run_1/placement_by_type.png
Scale bar: 20 um. Fill, decap, tap and diode cells in gray.
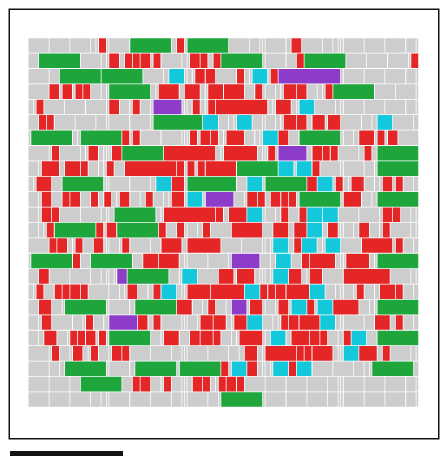
run_1/layer_met1.png
Supply wires on this layer in gray.
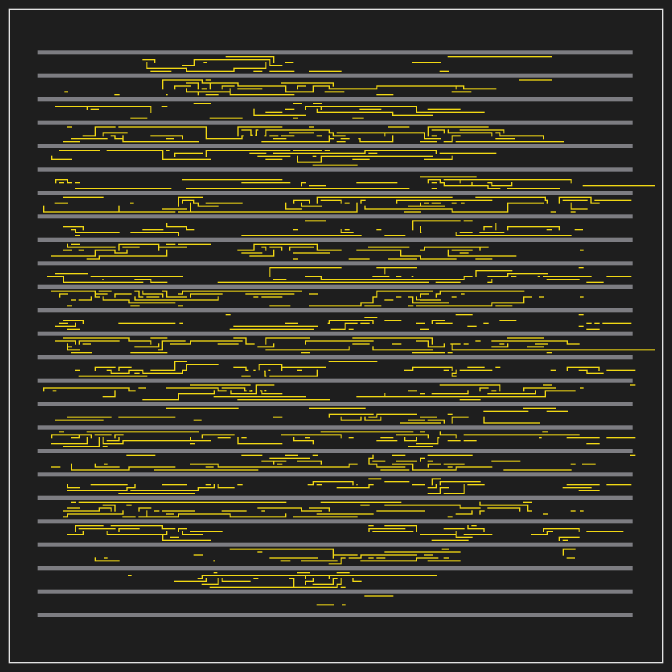
run_1/metal_density.png
The die is cut into 15 by 15 equal tiles; black is low, pale yellow is high, scaled to the fullest tile. Values are wire area over tile area, all layers added.
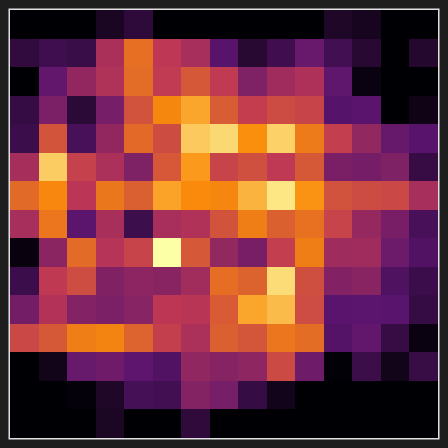
<file path="src/rtl/rtc_pkg.sv">
// rtc_pkg: shared widths, calendar limits, byte-index and state enums, and
// the snapshot payload for the rtc timekeeper and its readers.
package rtc_pkg;

    localparam int unsigned SEC_W   = 6;
    localparam int unsigned MIN_W   = 6;
    localparam int unsigned HOUR_W  = 5;
    localparam int unsigned DATE_W  = 5;
    localparam int unsigned MONTH_W = 4;
    localparam int unsigned BIN_W   = 6;
    localparam int unsigned BCD_W   = 8;
    localparam int unsigned IDX_W   = 3;

    localparam int unsigned SEC_MAX   = 59;
    localparam int unsigned MIN_MAX   = 59;
    localparam int unsigned HOUR_MAX  = 23;
    localparam int unsigned MONTH_MAX = 12;

    typedef enum logic [IDX_W-1:0] {
        IDX_HOUR   = 3'd0,
        IDX_MINUTE = 3'd1,
        IDX_SEC    = 3'd2,
        IDX_DATE   = 3'd3,
        IDX_MONTH  = 3'd4
    } idx_e;

    typedef enum logic {
        ST_IDLE = 1'b0,
        ST_SEND = 1'b1
    } state_e;

    typedef struct packed {
        logic [HOUR_W-1:0]  hour;
        logic [MIN_W-1:0]   minute;
        logic [SEC_W-1:0]   sec;
        logic [DATE_W-1:0]  date;
        logic [MONTH_W-1:0] month;
    } snap_t;

    // True when any field of the snapshot lies outside its calendar range.
    function automatic logic snap_out_of_range(input snap_t s);
        return (32'(s.sec)    > SEC_MAX)   ||
               (32'(s.minute) > MIN_MAX)   ||
               (32'(s.hour)   > HOUR_MAX)  ||
               (s.month == '0)             ||
               (32'(s.month)  > MONTH_MAX) ||
               (s.date  == '0);
    endfunction

endpackage

</file>
<file path="src/rtl/rtc_bin2bcd.sv">
// rtc_bin2bcd: combinational 6-bit binary (0-63) to packed two-digit BCD.
// Ports: bin - binary value; bcd_c - tens in [7:4], ones in [3:0].
module rtc_bin2bcd
    import rtc_pkg::*;
(
    input  logic [BIN_W-1:0] bin,
    output logic [BCD_W-1:0] bcd_c
);

    logic [2:0]       tens;
    logic [BIN_W-1:0] base;
    logic [3:0]       ones;

    // Largest multiple of ten not above bin; the remainder is the ones digit.
    always_comb begin
        tens = 3'd0;
        base = 6'd0;
        if (bin >= 6'd60) begin
            tens = 3'd6;
            base = 6'd60;
        end else if (bin >= 6'd50) begin
            tens = 3'd5;
            base = 6'd50;
        end else if (bin >= 6'd40) begin
            tens = 3'd4;
            base = 6'd40;
        end else if (bin >= 6'd30) begin
            tens = 3'd3;
            base = 6'd30;
        end else if (bin >= 6'd20) begin
            tens = 3'd2;
            base = 6'd20;
        end else if (bin >= 6'd10) begin
            tens = 3'd1;
            base = 6'd10;
        end
        ones  = 4'(bin - base);
        bcd_c = {1'b0, tens, ones};
    end

endmodule

</file>
<file path="src/rtl/rtc_bcd_reader.sv">
// rtc_bcd_reader: on req, snapshots the rtc time fields and streams them as
// five packed-BCD bytes (hour, minute, sec, date, month) over valid/ready.
// Ports: clk, rst (sync, active-high); sec/minute/hour/date/month live fields;
// req frame request (IDLE only); out_ready downstream accept;
// out_valid/out_data/out_last byte stream; busy frame in progress;
// range_err snapshot has an out-of-range field (held for the frame).
module rtc_bcd_reader
    import rtc_pkg::*;
(
    input  logic               clk,
    input  logic               rst,
    input  logic [SEC_W-1:0]   sec,
    input  logic [MIN_W-1:0]   minute,
    input  logic [HOUR_W-1:0]  hour,
    input  logic [DATE_W-1:0]  date,
    input  logic [MONTH_W-1:0] month,
    input  logic               req,
    input  logic               out_ready,
    output logic               out_valid,
    output logic [BCD_W-1:0]   out_data,
    output logic               out_last,
    output logic               busy,
    output logic               range_err
);

    state_e           state_q, state_d;
    idx_e             idx_q, idx_d;
    snap_t            snap_q, snap_d;
    snap_t            live;
    logic [BCD_W-1:0] data_q, data_d;
    logic             valid_q, valid_d;
    logic             last_q, last_d;
    logic             busy_q, busy_d;
    logic             err_q, err_d;
    logic [BIN_W-1:0] conv_in;
    logic [BCD_W-1:0] conv_out_c;

    always_comb begin
        live.hour   = hour;
        live.minute = minute;
        live.sec    = sec;
        live.date   = date;
        live.month  = month;
    end

    // Converter input: live hour while idle (byte 0 loads on the req edge),
    // otherwise the snapshot field of the byte that loads on the next accept.
    always_comb begin
        conv_in = 6'(hour);
        if (state_q == ST_SEND) begin
            unique case (idx_q)
                IDX_HOUR:   conv_in = 6'(snap_q.minute);
                IDX_MINUTE: conv_in = 6'(snap_q.sec);
                IDX_SEC:    conv_in = 6'(snap_q.date);
                IDX_DATE:   conv_in = 6'(snap_q.month);
                default:    conv_in = 6'(snap_q.hour);
            endcase
        end
    end

    rtc_bin2bcd u_bin2bcd (
        .bin   (conv_in),
        .bcd_c (conv_out_c)
    );

    // Next-state and output logic.
    always_comb begin
        state_d = state_q;
        idx_d   = idx_q;
        snap_d  = snap_q;
        data_d  = data_q;
        valid_d = valid_q;
        last_d  = last_q;
        busy_d  = busy_q;
        err_d   = err_q;
        unique case (state_q)
            ST_IDLE: begin
                if (req) begin
                    snap_d  = live;
                    data_d  = conv_out_c;
                    valid_d = 1'b1;
                    busy_d  = 1'b1;
                    last_d  = 1'b0;
                    idx_d   = IDX_HOUR;
                    err_d   = snap_out_of_range(live);
                    state_d = ST_SEND;
                end
            end
            ST_SEND: begin
                if (valid_q && out_ready) begin
                    if (idx_q == IDX_MONTH) begin
                        valid_d = 1'b0;
                        busy_d  = 1'b0;
                        last_d  = 1'b0;
                        idx_d   = IDX_HOUR;
                        state_d = ST_IDLE;
                    end else begin
                        idx_d  = idx_e'(idx_q + 3'd1);
                        data_d = conv_out_c;
                        last_d = (idx_q == IDX_DATE);
                    end
                end
            end
            default: state_d = ST_IDLE;
        endcase
    end

    always_ff @(posedge clk) begin
        if (rst) begin
            state_q <= ST_IDLE;
            idx_q   <= IDX_HOUR;
            snap_q  <= '0;
            data_q  <= '0;
            valid_q <= 1'b0;
            last_q  <= 1'b0;
            busy_q  <= 1'b0;
            err_q   <= 1'b0;
        end else begin
            state_q <= state_d;
            idx_q   <= idx_d;
            snap_q  <= snap_d;
            data_q  <= data_d;
            valid_q <= valid_d;
            last_q  <= last_d;
            busy_q  <= busy_d;
            err_q   <= err_d;
        end
    end

    assign out_valid = valid_q;
    assign out_data  = data_q;
    assign out_last  = last_q;
    assign busy      = busy_q;
    assign range_err = err_q;

endmodule

</file>
<file path="config.mk">
export PLATFORM = sky130hd
export DESIGN_NAME = rtc_bcd_reader
export DESIGN_NICKNAME = d
export VERILOG_FILES = /design/src/rtl/rtc_pkg.sv /design/src/rtl/rtc_bin2bcd.sv /design/src/rtl/rtc_bcd_reader.sv
export SDC_FILE = /design/constraint.sdc
export NUM_CORES = 1
export LEC_CHECK = 0
export CAP_MARGIN = 0
export CORE_MARGIN = 3
export CORE_UTILIZATION = 42
export DETAILED_ROUTE_END_ITERATION = 6
export DONT_BUFFER_PORTS = 1
export GPL_ROUTABILITY_DRIVEN = 0
export PLACE_DENSITY_LB_ADDON = 0.1
export SYNTH_ARGS = -nofsm -noshare
export SYNTH_HDL_FRONTEND = slang
export SYNTH_SLANG_ARGS = --single-unit
</file>
<file path="constraint.sdc">
create_clock -name clk -period 2.9 [get_ports clk]
set_input_delay 0.725 -clock clk [delete_from_list [all_inputs] [get_ports clk]]
set_output_delay 0.725 -clock clk [all_outputs]
set_load 0.05 [all_outputs]
</file>
==> results.toml, run 1 <==
# flow metrics
[run_status]
status = "finished, violations left"
violations = "setup timing"

[critical_path]
ff2ff_path_depth = 16
critPathRequiredTime_ns = 3.12
startpoint = "idx_q[0]"
rr_startpoint = "idx_q[0]"
crit_path_end_kind = "register"
crit_arrival_ns = 3.22
path_delay_family = "AND-OR/OR-AND gates"
crit_path_cell_trace = "inv_4, ha_4, nor3_4, o21a_2, a221oi_2, a21o_1, buf_4, buf_4, a21oi_2, nor3_2, nand2_1, ha_1, inv_1, fa_2, or3_4, a311oi_2"
ff2ff_setup_slack_ns = -0.11
slowest_delay_ns = 0.40
crit_path_max_fanout = 5
cp_num_cells = 16

[synth]
ys_area_mm2 = 0.00204
edf_count = 0
yosysWarnings = 0
syn_avg_cell_area_um2 = 7.65
synthTopCellsByArea = "dfxtp_1 39%, nand2_1 12%, a21oi_1 9.6%"
ff_type = "dfxtp_1"
topCombFamilyByArea = "simple AND/OR/NAND/NOR gates"
synth_cells = 266
yosysTopAreaCell = "dfxtp_1"
ys_seq_share_pct = 39.3
ys_cells = 266
fp_nets = 303
yosys.cell_types.count = 48
xor_share_pct = 0

[min_path]
hold_path_class = "reg -> reg"
hold_depth = 2
min_from = "snap_q[14]"

[pwr]
internal_power_w = 0.000951
p_leak_nw = 0.953
power_switching_w = 0.000396
p_sw_share_pct = 29.4
comb-power_w = 0.000240
power.group.top = "registers"
ir_worst_vdd_mv = 0.263
power_w = 0.00135
p_seq_w = 0.000646
pwr-share-seq_pct = 48.0
p_comb_share_pct = 17.8
clock_power_share_pct = 34.2

[global_route]
grt_max_degree = 41
antenna_found_initial = 0
first_global_vias = 1756
overflow = 0

[clock_network]
clock_latency_ns = 0.30
holdBufCountCts = 0
cts_sinks = 40
tritoncts = "done"
cts-root-buf = "clkbuf_8"
cts_post_setup_buffers_inserted = 9
path_clk_slew_ns = 0.09
cts-resized-gates = 11

[final_timing]
grt_setup_unrepaired = "true"
hold_slack_ns = 0.453
finClkSkew_ns = 0.00912
setup_ws_ns = -0.105
finalSetupViolCount = 2

[placed_design]
placedCellCount = 327
postPlaceCellArea_mm2 = 0.00225
port_buffers = 0
post-dp-hpwl_mm = 3.61

[final_layout]
fin_cells = 344
num_antenna_cells = 0
logic_area_mm2 = 0.00121
flop_area_um2 = 808
finalNetCount = 328
area_growth_pct = 22.6
fin_area_mm2 = 0.00250
nFillCells = 457

[floorplanning]
num_io_pins = 42
fp_util_pct = 45.2
design.core.area_mm2 = 0.00450
die-area_mm2 = 0.00572

[routing]
drt_iter0_drc = 113
ant_nets = 0
-- placement_by_type.png (at the start) --
legend:
  green:
    class: flops
    cells: 40
  purple:
    class: clock drivers and dummy loads
    cells: 8
  cyan:
    class: other buffers and delay cells
    cells: 36
  red:
    class: combinational and other logic
    cells: 208
Core Util, Final: 55.4%
Seq area share: 32.4%

-- layer_met1.png (at the start) --
wire length on this layer: 2,410 um
longest straight run: 27.1 um
nets with wire on the layer: 316
met1 GRT Util: 25.9%
Post-Route WL: 5.07 mm
vias post-DR: 1,899

-- metal_density.png (at the start) --
densest ninth of the die: middle
emptiest ninth of the die: bottom right
nearly empty tiles: 17%
mean over tiles: 0.14
tiles over half the peak: 34%
gr usage total: 19.2%
drt wl/cell: 14.7 um

-- run 1: Yosys cell counts (all sizes together), types with 2 or more instances --
| cell type | count |
|---|---|
| a221oi | 2 |
| o21ai | 4 |
| o211ai | 2 |
| nand2 | 66 |
| a222oi | 3 |
| nor3 | 5 |
| nand3 | 4 |
| a21oi | 40 |
| a211oi | 3 |
| buf | 8 |
| nand4 | 6 |
| clkbuf | 10 |
| ha | 6 |
| or2 | 2 |
| a311oi | 3 |
| dfxtp | 40 |
| a31oi | 4 |
| a22oi | 3 |
| nand2b | 4 |
| nor2 | 25 |
| inv | 8 |
-- run 1: final cells by class --
class                      instances  share of cell area [%]
multi-input combinational        200                    48.3
sequential                        40                    32.4
timing repair buffer              36                    10.8
clock buffer                       5                    2.76
tap                               52                    2.61
clock inverter                     3                    1.70
inverter                           8                    1.40
-- run 1: per-layer routing --
layer,track usage [%],wire [um]
met5,0,0
met4,6.99,96
met3,6.07,367
met2,28.8,2200
met1,25.9,2410
-- run 1: state kept, by name, summed over array words and instances (netlist names) --
signal	cells
out_last	1
idx_q	3
out_data	7
snap_q	26
state_q	1
busy	1
range_err	1
-- run 1: worst reg2reg max path, cell delays in order (launching register included) --
cell and delay, ns:
dfxtp_4 0.40, inv_4 0.06, ha_4 0.18, nor3_4 0.23, o21a_2 0.19, a221oi_2 0.06, a21o_1 0.23, buf_4 0.15
buf_4 0.12, a21oi_2 0.12, nor3_2 0.06, nand2_1 0.06, ha_1 0.14, inv_1 0.05, fa_2 0.33, or3_4 0.33
a311oi_2 0.22
-- run 1: per-stage QoR --
step	TNS, ns	utilization (%)
2_1_floorplan	-0.0290	-
5_1_grt	-0.546	55.4
4_1_cts	-0.165	55.0
6_report	-0.147	55.4
3_5_place_dp	-0.178	49.9
3_3_place_gp	-0.127	49.9
--- run 2 (diff from run 1) ---
--- a/config.mk
+++ b/config.mk
@@ -5,7 +5,6 @@
 export SDC_FILE = /design/constraint.sdc
 export NUM_CORES = 1
 export LEC_CHECK = 0
-export CAP_MARGIN = 0
 export CORE_MARGIN = 3
 export CORE_UTILIZATION = 42
 export DETAILED_ROUTE_END_ITERATION = 6
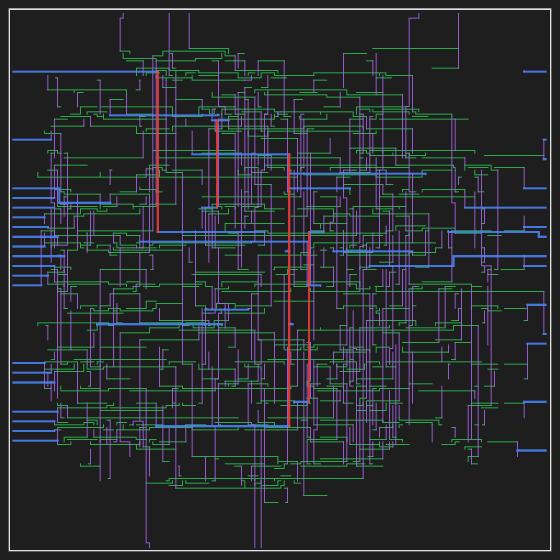
run_2/wires.png
legend:
  red:
    layer: metal 4
    wire_length: 96.6 um
  blue:
    layer: metal 3
    wire_length: 368 um
  purple:
    layer: metal 2
    wire_length: 2,200 um
  green:
    layer: metal 1
    wire_length: 2,410 um

==> run 2 against run 1 <==
Compared with the run above:
- the flow still finishes with violations (setup timing)
- die area did not move
- critical path depth did not move
- via count unchanged
- register-to-register slack barely moved
- critical path type unchanged
==> results.toml, run 2 <==
# flow metrics
[pwr]
ir_worst_vdd_mv = 0.263
p_leak_nw = 0.953

[synth]
simple_gate_area_share_pct = 25.2
synth.most_common_cell = "nand2_1"
ys_area_mm2 = 0.00204
ff_type = "dfxtp_1"
ys_cells = 266
edf_count = 0
common_cells = "66 x nand2_1, 40 x dfxtp_1, 39 x a21oi_1"
fp_nets = 303
ys_seq_share_pct = 39.3
syn_avg_cell_area_um2 = 7.65
synthMuxAreaShare_pct = 0.553
topCombFamilyByArea = "simple AND/OR/NAND/NOR gates"
xor_share_pct = 0
yosysWarnings = 0
yosysTopAreaCell = "dfxtp_1"
synthTopCellsByArea = "dfxtp_1 39%, nand2_1 12%, a21oi_1 9.6%"
synth_cells = 266
yosys.cell_types.count = 48

[final_layout]
num_antenna_cells = 0
flop_area_um2 = 808
largest_reg_flops = 26
finalNetCount = 328
logic_area_mm2 = 0.00121
area_growth_pct = 22.6
nFillCells = 457
top_register = "snap_q"
fin_area_mm2 = 0.00250

[routing]
routed_wl_mm = 5.07
route.layer.met1.wl_mm = 2.41
routedWlPerCell_um = 14.7
wl_met2_mm = 2.20
wl_met3_um = 367
ant_nets = 0
vias = 1899
drt_iter0_drc = 113
routed.top_layer = "met4"

[clock_network]
cts_post_setup_buffers_inserted = 9
clock_latency_ns = 0.30
path_clk_slew_ns = 0.09
cts-root-buf = "clkbuf_8"
cts-resized-gates = 11
tritoncts = "done"
holdBufCountCts = 0
cts_sinks = 40

[final_timing]
grt_setup_unrepaired = "true"
finalSetupViolCount = 2
tightest_slew_ns = 0.606
setup_ws_ns = -0.105
hold_slack_ns = 0.453
finalCriticalPeriod_ns = 3.01
max_freq_ghz = 0.333
finClkSkew_ns = 0.00912

[critical_path]
startpoint = "idx_q[0]"
rr_startpoint = "idx_q[0]"
slowest_delay_ns = 0.40
ff2ff_path_depth = 16
ff2ff_setup_slack_ns = -0.11
crit_path_start_kind = "register"
crit_path_max_fanout = 5
crit_path_end_kind = "register"
crit_path_cell_trace = "inv_4, ha_4, nor3_4, o21a_2, a221oi_2, a21o_1, buf_4, buf_4, a21oi_2, nor3_2, nand2_1, ha_1, inv_1, fa_2, or3_4, a311oi_2"
critPathRequiredTime_ns = 3.12
crit_type = "reg -> reg"
crit_arrival_ns = 3.22

[min_path]
hold_path_class = "reg -> reg"
min_from = "snap_q[14]"
hold_depth = 2

[run_status]
status = "finished, violations left"
violations = "setup timing"

[floorplanning]
die-area_mm2 = 0.00572
design.core.area_mm2 = 0.00450
fp_util_pct = 45.2
die_width_um = 75.6
num_io_pins = 42

[global_route]
antenna_found_initial = 0
first_global_vias = 1756
grt_util_all_layers_pct = 19.2
overflow = 0
grt_max_degree = 41

[placed_design]
postPlaceCellArea_mm2 = 0.00225
port_buffers = 0
post-dp-hpwl_mm = 3.61
-- run 2: cell counts after synthesis --
Identical to the previous run, type by type.
-- run 2: cells by family after synthesis --
kind of cell,Yosys count
muxes,1
and+or+nand+nor,118
DFF,40
other,1
AOI/OAI and AO/OA,73
adders and majority gates,7
buffers and inverters,26
-- run 2: layout make-up --
class | count | area share (%)
Clock buffer | 5 | 2.76
Clock inverter | 3 | 1.70
Inverter | 8 | 1.40
Multi-Input combinational cell | 200 | 48.3
Sequential cell | 40 | 32.4
Tap cell | 52 | 2.61
Timing Repair Buffer | 36 | 10.8
-- run 2: where the power goes --
group / switching (W) / total (W) / internal (W)
logic: 0.000127 / 0.000240 / 0.000113
clock network: 0.000206 / 0.000461 / 0.000255
registers: 0.0000628 / 0.000646 / 0.000583
-- run 2: metal layers --
| metal | track usage (%) | vias up |
|---|---|---|
| met5 | 0 | - |
| met4 | 6.99 | 0 |
| met3 | 6.07 | 11 |
| met1 | 25.9 | 854 |
| li1 | - | 974 |
| met2 | 28.8 | 60 |
-- run 2: through the flow --
step / utilization, % / power, W / setup WS (ns) / instances / TNS (ns)
2_1_floorplan: - / 0.000820 / -0.0290 / 266 / -0.0290
3_3_place_gp: 49.9 / 0.000876 / -0.0654 / 327 / -0.127
3_5_place_dp: 49.9 / 0.000876 / -0.0907 / 327 / -0.178
4_1_cts: 55.0 / 0.00135 / -0.0928 / 344 / -0.165
5_1_grt: 55.4 / 0.00141 / -0.298 / 344 / -0.546
6_report: 55.4 / 0.00135 / -0.105 / 344 / -0.147
-- run 2: worst max-delay path: cells and delay by family (launching register included) --
family / cells / cell delay [ns]
compound gates: 5 / 0.82
simple gates: 4 / 0.68
fa+ha+maj: 3 / 0.65
flops: 1 / 0.40
buf+inv: 4 / 0.37
--- run 3 (diff from run 2) ---
--- a/config.mk
+++ b/config.mk
@@ -5,6 +5,7 @@
 export SDC_FILE = /design/constraint.sdc
 export NUM_CORES = 1
 export LEC_CHECK = 0
+export CAP_MARGIN = 5
 export CORE_MARGIN = 3
 export CORE_UTILIZATION = 42
 export DETAILED_ROUTE_END_ITERATION = 6
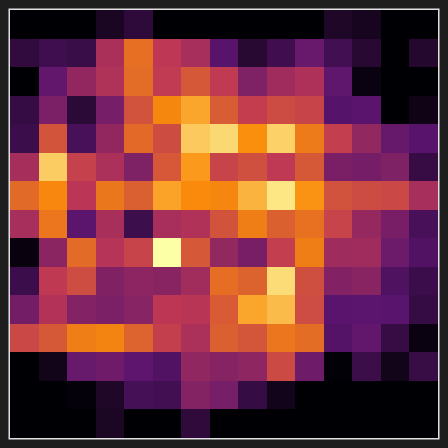
run_3/metal_density.png
The die is cut into 15 by 15 equal tiles; black is low, pale yellow is high, scaled to the fullest tile. Values are wire area over tile area, all layers added.
nearly empty tiles: 17%
mean over tiles: 0.14
tiles over half the peak: 34%
emptiest ninth of the die: bottom right

==> run 3 against run 2 <==
Compared with the run above:
- the run still ends with setup timing left
- clock skew unchanged
- sequential share of layout area unchanged
- utilization unchanged
- hold slack unchanged
- final cell count is the same
- synthesized area is the same
- via count unchanged
- maximum frequency unchanged
- power stayed put
- sequential power about the same
- setup slack stayed put
- first-iteration DRC count is the same
- highest routed layer unchanged
==> results.toml, run 3 <==
# flow metrics
[critical_path]
crit_path_start_kind = "register"
slowest_stage = "dfxtp_4"
path_buffers = 4
slowest_delay_ns = 0.40
crit_arrival_ns = 3.22
critPathRequiredTime_ns = 3.12
crit_path_max_fanout = 5
path_delay_family = "AND-OR/OR-AND gates"
timing.critical_path.mode_cell = "buf_4"
crit_path_end_kind = "register"
crit_type = "reg -> reg"
crit_path_cell_trace = "inv_4, ha_4, nor3_4, o21a_2, a221oi_2, a21o_1, buf_4, buf_4, a21oi_2, nor3_2, nand2_1, ha_1, inv_1, fa_2, or3_4, a311oi_2"

[clock_network]
clk_path_buf_depth = 2
clock_latency_ns = 0.30
cts_post_setup_buffers_inserted = 9
holdBufCountCts = 0
path_clk_slew_ns = 0.09
tritoncts = "done"
cts-root-buf = "clkbuf_8"
cts_sinks = 40
h-tree-depth = 2
cts_made_buffers = 5
cts-resized-gates = 11

[final_layout]
fin_area_mm2 = 0.00250
largest_reg_flops = 26
lay_top_count = "nand2_1"
nFillCells = 457
finalNetCount = 328
final_core_util_pct = 55.4
num_antenna_cells = 0
area_growth_pct = 22.6
fin_cells = 344
layout-drive-gt1-share_pct = 24.3
mostFrequentLayoutCells = "66 x nand2_1, 38 x a21oi_1, 38 x dfxtp_1, 36 x buf_4, 25 x nor2_1"
top_register = "snap_q"

[placed_design]
place_ws_ns = -0.0907
placedCellCount = 327
postPlaceCellArea_mm2 = 0.00225
port_buffers = 0
post-dp-hpwl_mm = 3.61

[pwr]
p_leak_nw = 0.953
power_w = 0.00135
p_per_area_mw_per_mm2 = 540
ir_worst_vdd_mv = 0.263

[synth]
syn_avg_cell_area_um2 = 7.65
ys_area_mm2 = 0.00204
ff_type = "dfxtp_1"
yosys.cell_types.count = 48
edf_count = 0
synth.most_common_cell = "nand2_1"
ys_cells = 266
fp_nets = 303
yosysTopAreaCell = "dfxtp_1"
ys_seq_share_pct = 39.3
ys_async_sr_fraction_pct = 0
top_area_share_pct = 39.3
common_cells = "66 x nand2_1, 40 x dfxtp_1, 39 x a21oi_1"
yosysWarnings = 0
synth_cells = 266
synthTopCellsByArea = "dfxtp_1 39%, nand2_1 12%, a21oi_1 9.6%"
synth-seq-cells = 40
synth.cell_area_mm2 = 0.00204

[final_timing]
finClkSkew_ns = 0.00912
final.setup.tns_ns = -0.147
finalClockPeriodUsage_pct = 104
grt_setup_unrepaired = "true"
finalSetupViolCount = 2
finalCriticalPeriod_ns = 3.01
hold_viol = 0
slew_headroom_pct = 59.4
maxSlewViolCount = 0
setup_ws_ns = -0.105
hold_slack_ns = 0.453
tightest_slew_ns = 0.606
max_freq_ghz = 0.333

[global_route]
overflow = 0
grt_max_degree = 41
first_global_vias = 1756
antenna_found_initial = 0
grt_util_all_layers_pct = 19.2
grt_first_pass_wirelength_mm = 8.32

[routing]
firstDrtPassIters = 4
ant_nets = 0
drt_iter0_drc = 113
routedWlPerCell_um = 14.7
avgViaCountPerCell = 5.52
routed_wl_mm = 5.07
drcViolationCount = 0
vias = 1899

[floorplanning]
design.core.area_mm2 = 0.00450
num_rows = 24
fp_util_pct = 45.2
die-area_mm2 = 0.00572
num_io_pins = 42
die_h_um = 75.6
die_width_um = 75.6

[run_status]
status = "finished, violations left"
violations = "setup timing"

[flow_run]
openroad.warnings = 32
drv_cap = 0

[min_path]
hold_path_class = "reg -> reg"
## run 3: cell counts after synthesis
Identical to the previous run, type by type.
## run 3: metal layers
metal / track usage (%) / share of wire, % / up-vias
met3: 6.07 / 7.2 / 11
met4: 6.99 / 1.9 / 0
li1: - / - / 974
met2: 28.8 / 43 / 60
met1: 25.9 / 48 / 854
met5: 0 / 0 / -
## run 3: cell type report
class | instances | area [um2] | share of cell area, %
Multi-Input combinational cell | 200 | 1210 | 48.3
Sequential cell | 40 | 808 | 32.4
Timing Repair Buffer | 36 | 270 | 10.8
Clock buffer | 5 | 68.8 | 2.76
Tap cell | 52 | 65.1 | 2.61
Clock inverter | 3 | 42.5 | 1.70
Inverter | 8 | 35.0 | 1.40
## run 3: power breakdown
part / internal [W] / switching [W]
logic: 0.000113 / 0.000127
registers: 0.000583 / 0.0000628
clock network: 0.000255 / 0.000206
## run 3: final timing paths
kind / slack (ns) / start / endpoint / depth (start not counted)
setup / recovery: -0.11 / idx_q[0] / out_data[3] / 16
hold / removal: 0.45 / snap_q[14] / snap_q[14] / 2
setup reg to reg: -0.11 / idx_q[0] / out_data[3] / 16
hold reg to reg: 0.45 / snap_q[14] / snap_q[14] / 2
## run 3: cells by family (layout without fill, tap and decap cells)
family                     after synthesis  in the layout  synth area share (%)
muxes                                    1              1                 0.553
adders and majority gates                7              7                  4.67
other                                    1              1                 0.184
DFF                                     40             40                  39.3
buffers and inverters                   26             52                  5.65
AOI/OAI and AO/OA                       73             73                  24.4
and+or+nand+nor                        118            118                  25.2
## run 3: worst reg2reg max path: cells and delay by family (launching register included)
kind                       cells  cell delay, ns
AOI/OAI and AO/OA              5            0.82
adders and majority gates      3            0.65
buffers and inverters          4            0.38
DFF                            1            0.40
and+or+nand+nor                4            0.68
Power is estimated from default activity; no workload was simulated.
